**Run 1: signal wires on met2**

Drawn at 2 px/µm. Cells faint in the background.
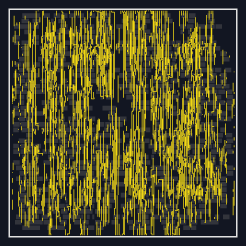
**Run 1: layout detail**

Region (36, 59) to (76, 99) µm. Cells in grey, sequential cells in the stronger grey; small squares are vias.
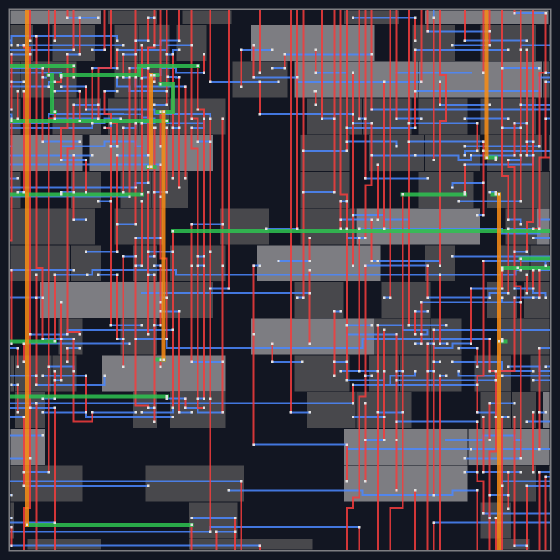
**Run 1: logic cells by family**

Drawn at 4 px/µm.
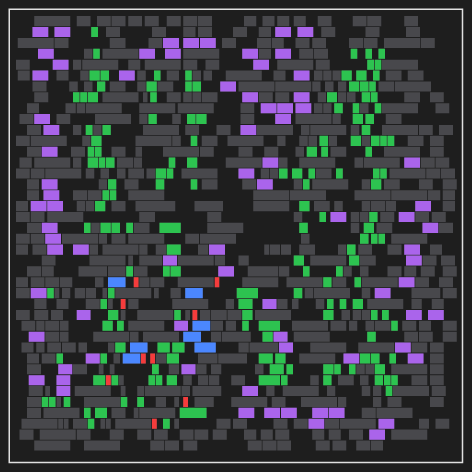
### src/rtl/regfile_debug_port.sv
// ---------------------------------------------------------------------------
// regfile_debug_port
//
// Debug access port into a 32 x 32-bit register file. It shares the
// register-file write port with the core writeback path, and the core always
// wins that port. Commands:
//   read  : return one register (x0 reads as 0, forwarded from a same-cycle
//           core write)
//   write : write one register once the core write port is free (x0 is not
//           written, and it acknowledges with data 0)
//   dump  : return x0..x31 in order, with o_RspLast set on x31
//   other : error response (o_RspErr=1, data 0)
//
// Ports
//   i_Clock, i_Reset_n                 clock, asynchronous active-low reset
//   i_CmdValid/o_CmdReady              command handshake (ready only in IDLE)
//   i_CmdOp/i_CmdReg/i_CmdData         command opcode, register, write data
//   i_CoreWriteEnable/RegDest/Data     core writeback request (priority)
//   o_RfWriteEnable/RegDest/DataIn     register file write port (combinational)
//   o_RfReadReg/i_RfReadData           register file read address / data
//   o_RspValid/i_RspReady              response handshake
//   o_RspData/o_RspReg/o_RspLast/o_RspErr  registered response payload
// ---------------------------------------------------------------------------
module regfile_debug_port (
    input  logic        i_Clock,
    input  logic        i_Reset_n,

    input  logic        i_CmdValid,
    output logic        o_CmdReady,
    input  logic [1:0]  i_CmdOp,
    input  logic [4:0]  i_CmdReg,
    input  logic [31:0] i_CmdData,

    input  logic        i_CoreWriteEnable,
    input  logic [4:0]  i_CoreRegDest,
    input  logic [31:0] i_CoreData,

    output logic        o_RfWriteEnable,
    output logic [4:0]  o_RfRegDest,
    output logic [31:0] o_RfDataIn,

    output logic [4:0]  o_RfReadReg,
    input  logic [31:0] i_RfReadData,

    output logic        o_RspValid,
    input  logic        i_RspReady,
    output logic [31:0] o_RspData,
    output logic [4:0]  o_RspReg,
    output logic        o_RspLast,
    output logic        o_RspErr
);

    localparam int unsigned REG_W  = 5;
    localparam int unsigned DATA_W = 32;
    localparam int unsigned OP_W   = 2;

    localparam logic [OP_W-1:0]  OP_READ  = OP_W'(0);
    localparam logic [OP_W-1:0]  OP_WRITE = OP_W'(1);
    localparam logic [OP_W-1:0]  OP_DUMP  = OP_W'(2);
    localparam logic [REG_W-1:0] REG_ZERO = REG_W'(0);
    localparam logic [REG_W-1:0] REG_LAST = REG_W'(31);

    typedef enum logic [1:0] {
        IDLE  = 2'd0,
        READ  = 2'd1,
        WRITE = 2'd2,
        RESP  = 2'd3
    } t_State;

    t_State             r_State;
    t_State             w_NextState;
    logic               r_Dump;
    logic [REG_W-1:0]   r_Addr;
    logic [DATA_W-1:0]  r_Data;

    logic               w_CmdFire;
    logic               w_RspFire;
    logic               w_DbgWrite;
    logic [DATA_W-1:0]  w_ReadValue;

    assign w_CmdFire = (r_State == IDLE) && i_CmdValid;
    assign w_RspFire = (r_State == RESP) && i_RspReady;

    // Read capture: x0 is hard zero; a same-cycle core write to the target wins
    always_comb begin
        w_ReadValue = i_RfReadData;
        if (r_Addr == REG_ZERO) begin
            w_ReadValue = '0;
        end else if (i_CoreWriteEnable && (i_CoreRegDest == r_Addr)) begin
            w_ReadValue = i_CoreData;
        end
    end

    // State register
    always_ff @(posedge i_Clock or negedge i_Reset_n) begin
        if (!i_Reset_n) begin
            r_State <= IDLE;
        end else begin
            r_State <= w_NextState;
        end
    end

    // Next-state logic
    always_comb begin
        w_NextState = r_State;
        case (r_State)
            IDLE: begin
                if (w_CmdFire) begin
                    case (i_CmdOp)
                        OP_READ:  w_NextState = READ;
                        OP_WRITE: w_NextState = WRITE;
                        OP_DUMP:  w_NextState = READ;
                        default:  w_NextState = RESP;
                    endcase
                end
            end
            READ: begin
                w_NextState = RESP;
            end
            WRITE: begin
                // Core writeback owns the port; the debug write waits
                if (!i_CoreWriteEnable) begin
                    w_NextState = RESP;
                end
            end
            RESP: begin
                if (w_RspFire) begin
                    if (r_Dump && (r_Addr != REG_LAST)) begin
                        w_NextState = READ;
                    end else begin
                        w_NextState = IDLE;
                    end
                end
            end
            default: w_NextState = IDLE;
        endcase
    end

    // Combinational outputs: command ready, read address, write-port mux
    always_comb begin
        o_CmdReady      = 1'b0;
        o_RfReadReg     = REG_ZERO;
        w_DbgWrite      = 1'b0;
        o_RfWriteEnable = i_CoreWriteEnable;
        o_RfRegDest     = i_CoreRegDest;
        o_RfDataIn      = i_CoreData;

        case (r_State)
            IDLE:    o_CmdReady  = 1'b1;
            READ:    o_RfReadReg = r_Addr;
            WRITE:   w_DbgWrite  = !i_CoreWriteEnable;
            default: ;
        endcase

        // Debug drives the port only when the core is idle; x0 is never written
        if (w_DbgWrite) begin
            o_RfWriteEnable = (r_Addr != REG_ZERO);
            o_RfRegDest     = r_Addr;
            o_RfDataIn      = r_Data;
        end
    end

    // Command latches, dump walk and registered response payload
    always_ff @(posedge i_Clock or negedge i_Reset_n) begin
        if (!i_Reset_n) begin
            r_Dump     <= 1'b0;
            r_Addr     <= REG_ZERO;
            r_Data     <= '0;
            o_RspValid <= 1'b0;
            o_RspData  <= '0;
            o_RspReg   <= REG_ZERO;
            o_RspLast  <= 1'b0;
            o_RspErr   <= 1'b0;
        end else begin
            case (r_State)
                IDLE: begin
                    if (w_CmdFire) begin
                        r_Data <= i_CmdData;
                        r_Dump <= (i_CmdOp == OP_DUMP);
                        r_Addr <= (i_CmdOp == OP_DUMP) ? REG_ZERO : i_CmdReg;
                        // Illegal op answers straight away with an error
                        if ((i_CmdOp != OP_READ) && (i_CmdOp != OP_WRITE) &&
                            (i_CmdOp != OP_DUMP)) begin
                            o_RspValid <= 1'b1;
                            o_RspData  <= '0;
                            o_RspReg   <= i_CmdReg;
                            o_RspLast  <= 1'b0;
                            o_RspErr   <= 1'b1;
                        end
                    end
                end
                READ: begin
                    o_RspValid <= 1'b1;
                    o_RspData  <= w_ReadValue;
                    o_RspReg   <= r_Addr;
                    o_RspLast  <= r_Dump && (r_Addr == REG_LAST);
                    o_RspErr   <= 1'b0;
                end
                WRITE: begin
                    if (!i_CoreWriteEnable) begin
                        o_RspValid <= 1'b1;
                        o_RspData  <= (r_Addr == REG_ZERO) ? '0 : r_Data;
                        o_RspReg   <= r_Addr;
                        o_RspLast  <= 1'b0;
                        o_RspErr   <= 1'b0;
                    end
                end
                RESP: begin
                    // Payload holds until accepted
                    if (w_RspFire) begin
                        o_RspValid <= 1'b0;
                        if (r_Dump && (r_Addr != REG_LAST)) begin
                            r_Addr <= r_Addr + REG_W'(1);
                        end else begin
                            r_Dump <= 1'b0;
                        end
                    end
                end
                default: ;
            endcase
        end
    end

endmodule
### config.mk
export PLATFORM = sky130hd
export DESIGN_NAME = regfile_debug_port
export DESIGN_NICKNAME = d
export VERILOG_FILES = /design/src/rtl/regfile_debug_port.sv
export SDC_FILE = /design/constraint.sdc
export NUM_CORES = 1
export LEC_CHECK = 0
export CAP_MARGIN = 5
export CORE_UTILIZATION = 44
export DETAILED_ROUTE_END_ITERATION = 10
export PLACE_DENSITY_LB_ADDON = 0.08
export SLEW_MARGIN = 20
export SYNTH_ARGS = -nofsm -noshare
export SYNTH_HDL_FRONTEND = slang
export SYNTH_SLANG_ARGS = --single-unit
### constraint.sdc
create_clock -name i_Clock -period 2.7 [get_ports i_Clock]
set_input_delay 0.54 -clock i_Clock [delete_from_list [all_inputs] [get_ports i_Clock]]
set_output_delay 0.54 -clock i_Clock [all_outputs]
set_load 0.005 [all_outputs]
==> summary.txt, run 1 <==
run results: switching part of the total between 40 and 50%, top cell type by total area after synthesis dfrtp_1, Critical Path RT between 2 and 2.5 ns, Final Instance Area just under 8000 µm², post-synth cell types 43, switching pwr between 3000 and 4000 µW, total power around 8300 µW, Worst Path Max Fanout 5, Worst path most repeated cell buf_12, setup repair after global routing missed its margin false, Chip Area, Yosys approximately 5400 µm², xor/xnor share of the synthesized area 0.809%, type of origin of the critical path input pin, biggest cell delay along the critical path around 0.49 ns, number of clock buffers inserted by TritonCTS 9, cells on worst reg2reg path 6, Synth warnings 0, sequential group power 2210 µW, Hold WC Path Type input pin to asynchronous set/reset pin, post-synthesis cell count from yosys 556, sort of element at the end of the critical path output port, DRT antenna net count 0, part of the Yosys area used for sequential elements between 30% and 40%, Max Slew Vio Count 0, end-of-flow core utilization approximately two thirds, number of buffer cells added on primary ports between 150 and 200, status finished, final reports clean, global-route total usage across every layer approximately 29%
About 'signal wires on met2':
wire length on this layer: 9090 µm
share of all routed wire: 50%
longest straight run: 76.2 µm
nets with wire on the layer: 731
main direction: vertical
met2 usage: 51.3%
total via count in the routed design: 5314
routed wire length: 18100 µm

About 'layout detail':
legend:
  metal 1:
    colour: blue
  metal 4:
    colour: orange
  metal 3:
    colour: green
  metal 2:
    colour: red
most frequent: dfrtp_1 (13), mux2_2 (12), clkdlybuf4s50_1 (11)
sequential cells in the window: 13
cells with their middle in the window: 82
netlist names of flops here include: r_Data (8), o_RspData (5)

About 'logic cells by family':
legend:
  aoi and oai cells:
    colour: green
    cells: 158
    most_used: o21ai_0
    where: all over the die
  mux cells:
    colour: purple
    cells: 78
    most_used: mux2_2
    where: all over the die
  fa/ha/maj cells:
    colour: blue
    cells: 7
    most_used: ha_1
    where: south
  inv cells:
    colour: red
    cells: 9
    most_used: inv_1
top logic cell by instance count in the layout: clkdlybuf4s50_1
filler-free cell count of the finished design: 884

-- run 1: cells by family (layout without fill, tap and decap cells) --
kind of cell    after synthesis  after routing
compound gates              189            189
simple gates                129            129
flops                        80             80
mux                          78             78
buf+inv                      68            249
fa+ha+maj                     7              7
xor+xnor                      5              5
-- run 1: per-layer routing --
layer | part of all wire [%] | vias to the layer above | track usage (%)
met4 | 1.2 | 0 | 10.2
li1 | - | 2457 | -
met5 | 0 | - | 0
met2 | 50 | 242 | 51.3
met1 | 41 | 2594 | 34.8
met3 | 7.8 | 21 | 5.73
-- run 1: sequential cells by signal, summed over array words and instances (netlist names) --
signal      flops
o_RspReg        5
r_Addr          5
o_RspLast       1
r_Dump          1
r_State         2
o_RspData      32
o_RspValid      1
o_RspErr        1
r_Data         32
**Run 1: where the registers sit**

Drawn at 4 px/µm.
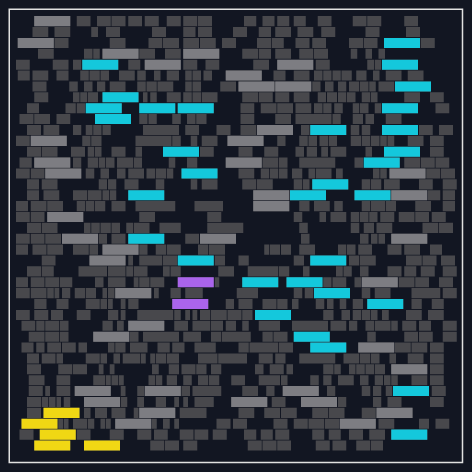

==> run 1 -> run 2 <==
- CORE_UTILIZATION: 44 -> 41
- SETUP_SLACK_MARGIN: default -> 0.15
- clock period: 2.7 -> 2.2 ns (I/O delays scaled with it)
**Run 2: where the registers sit**

Drawn at 4 px/µm.
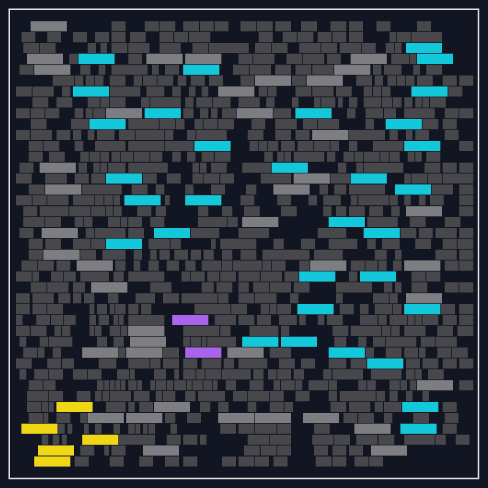
legend:
  o_RspData:
    colour: cyan
    placed_flops: 32
  r_State:
    colour: purple
    placed_flops: 2
  o_RspReg:
    colour: yellow
    placed_flops: 5
    where: south-west
not coloured: 41
area of all sequential standard cells: 2000 µm²
sequential group power: 2690 µW
end-of-flow core utilization: 72.1%
Seq area share: 21.7%

==> run 2 against run 1 <==
The run now ends with setup timing left; critical path depth rose by 1; worst setup slack worse by 0.090 ns; non-clock buffer count grew 38; via count is 5.9% higher; utilization up 6.5 points; wire length is 15% higher; first-iteration DRC count rose by 18%; critical path type is now register to output port; critical endpoint is now o_RfDataIn[5].
==> summary.txt, run 2 <==
run results: sort of element at the end of the critical path output port, top cell type by total area after synthesis dfrtp_1, uppermost layer routed met4, total via count in the routed design roughly 5.6k, worst-case setup margin in the final layout -0.0255 ns, met1 routing resource usage after global routing roughly 37%, Worst path most repeated cell buf_6, Synth warnings 0, met3 Use GR around 5.3%, total power between 10000 and 15000 µW, number of clock buffers inserted by TritonCTS 9, metal2 WL between 10000 and 15000 µm, post-synth cell types ~43, Chip Area, Yosys 5420 µm², setup repair after global routing missed its margin true, filler-free cell count of the finished design around 950, violations in the final reports setup timing, status complete, but fails checks, top logic cell by instance count in the layout clkdlybuf4s50_1, final setup violating endpoints 24
## run 2: netlist changes by cell type in the layout (fill, tap and decap cells not counted), moves of 33 or more
cell / change
mux2_4: +35
mux2_2: -35
buf_6: +49
dlygate4sd2_1: -33
## run 2: final timing paths
| kind | from | end | slack, ns | cells past startpoint |
|---|---|---|---|---|
| min | o_RspLast | o_RspLast | 0.48 | 2 |
| min in group asynchronous | i_Reset_n | o_RspData[13] | 0.49 | 2 |
| max | r_State[0] | o_RfDataIn[5] | -0.03 | 7 |
| max in group asynchronous | i_Reset_n | r_Data[20] | 1.06 | 3 |
| max reg2reg | r_State[1] | o_RspData[7] | 0.07 | 9 |
| min reg2reg | o_RspLast | o_RspLast | 0.48 | 2 |
==> run 2 -> run 3 <==
- TNS_END_PERCENT: default -> 100
**Run 3: track usage over the die**

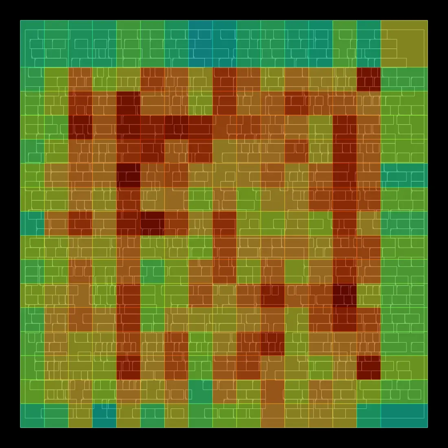
peak-usage layer in the global routing report: met2
met1 routing resource usage after global routing: 36.8%
detail-routed net length per standard cell: 21.9 µm

==> run 3 against run 2 <==
The flow still finishes with violations (setup timing); final cell count unchanged; first-iteration DRC count is the same; final area unchanged; worst hold slack unchanged; critical path type unchanged; largest cell class unchanged.
==> summary.txt, run 3 <==
run results: Max Slew Vio Count 0, slack of the worst reg-to-reg path 0.07 ns, violations in the final reports setup timing, uppermost layer routed met4, DRT antenna net count 0, Chip Area, Yosys about 5400 µm², Worst Path Max Fanout 7, type of origin of the critical path register, biggest cell delay along the critical path roughly 0.40 ns, DR WL met3 around 1300 µm, Worst path most repeated cell buf_6, switching part of the total between 40% and 50%, final setup violating endpoints 24, post-synth cell types 43, wire length on met1 around 8600 µm, switching pwr between 5000 and 6000 µW, status complete, but fails checks, Hold WC Path Type register to register, total power between 10000 and 15000 µW, routed wire length about 21000 µm, metal2 WL 10400 µm, Critical Path RT between 1.5 and 2 ns, worst-case setup margin in the final layout -0.0255 ns, Worst setup endpoint o_RfDataIn[5], number of buffer cells added on primary ports approximately 200
[run 3: cell counts after synthesis]
Identical to the previous run, type by type.
[run 3: final cells by class]
type | instances | area [µm²]
tap | 172 | 215
clock inverter | 3 | 15.0
inverter | 9 | 38.8
sequential | 80 | 2000
timing repair buffer | 265 | 2850
clock buffer | 13 | 270
multi-input combinational | 408 | 3820
fill | 919 | 3570
[run 3: power by group through the flow]
stage / Sequential, µW / Combinational, µW / Clock [µW]
6_report: 2690 / 8990 / 1470
5_1_grt: 2760 / 9530 / 1540
4_1_cts: 2670 / 7460 / 1490
3_5_place_dp: 2670 / 6540 / 0
3_3_place_gp: 2640 / 6410 / 0
2_1_floorplan: 2580 / 3790 / 0
Power figures rest on the tool's default switching activity, not on a simulated workload.
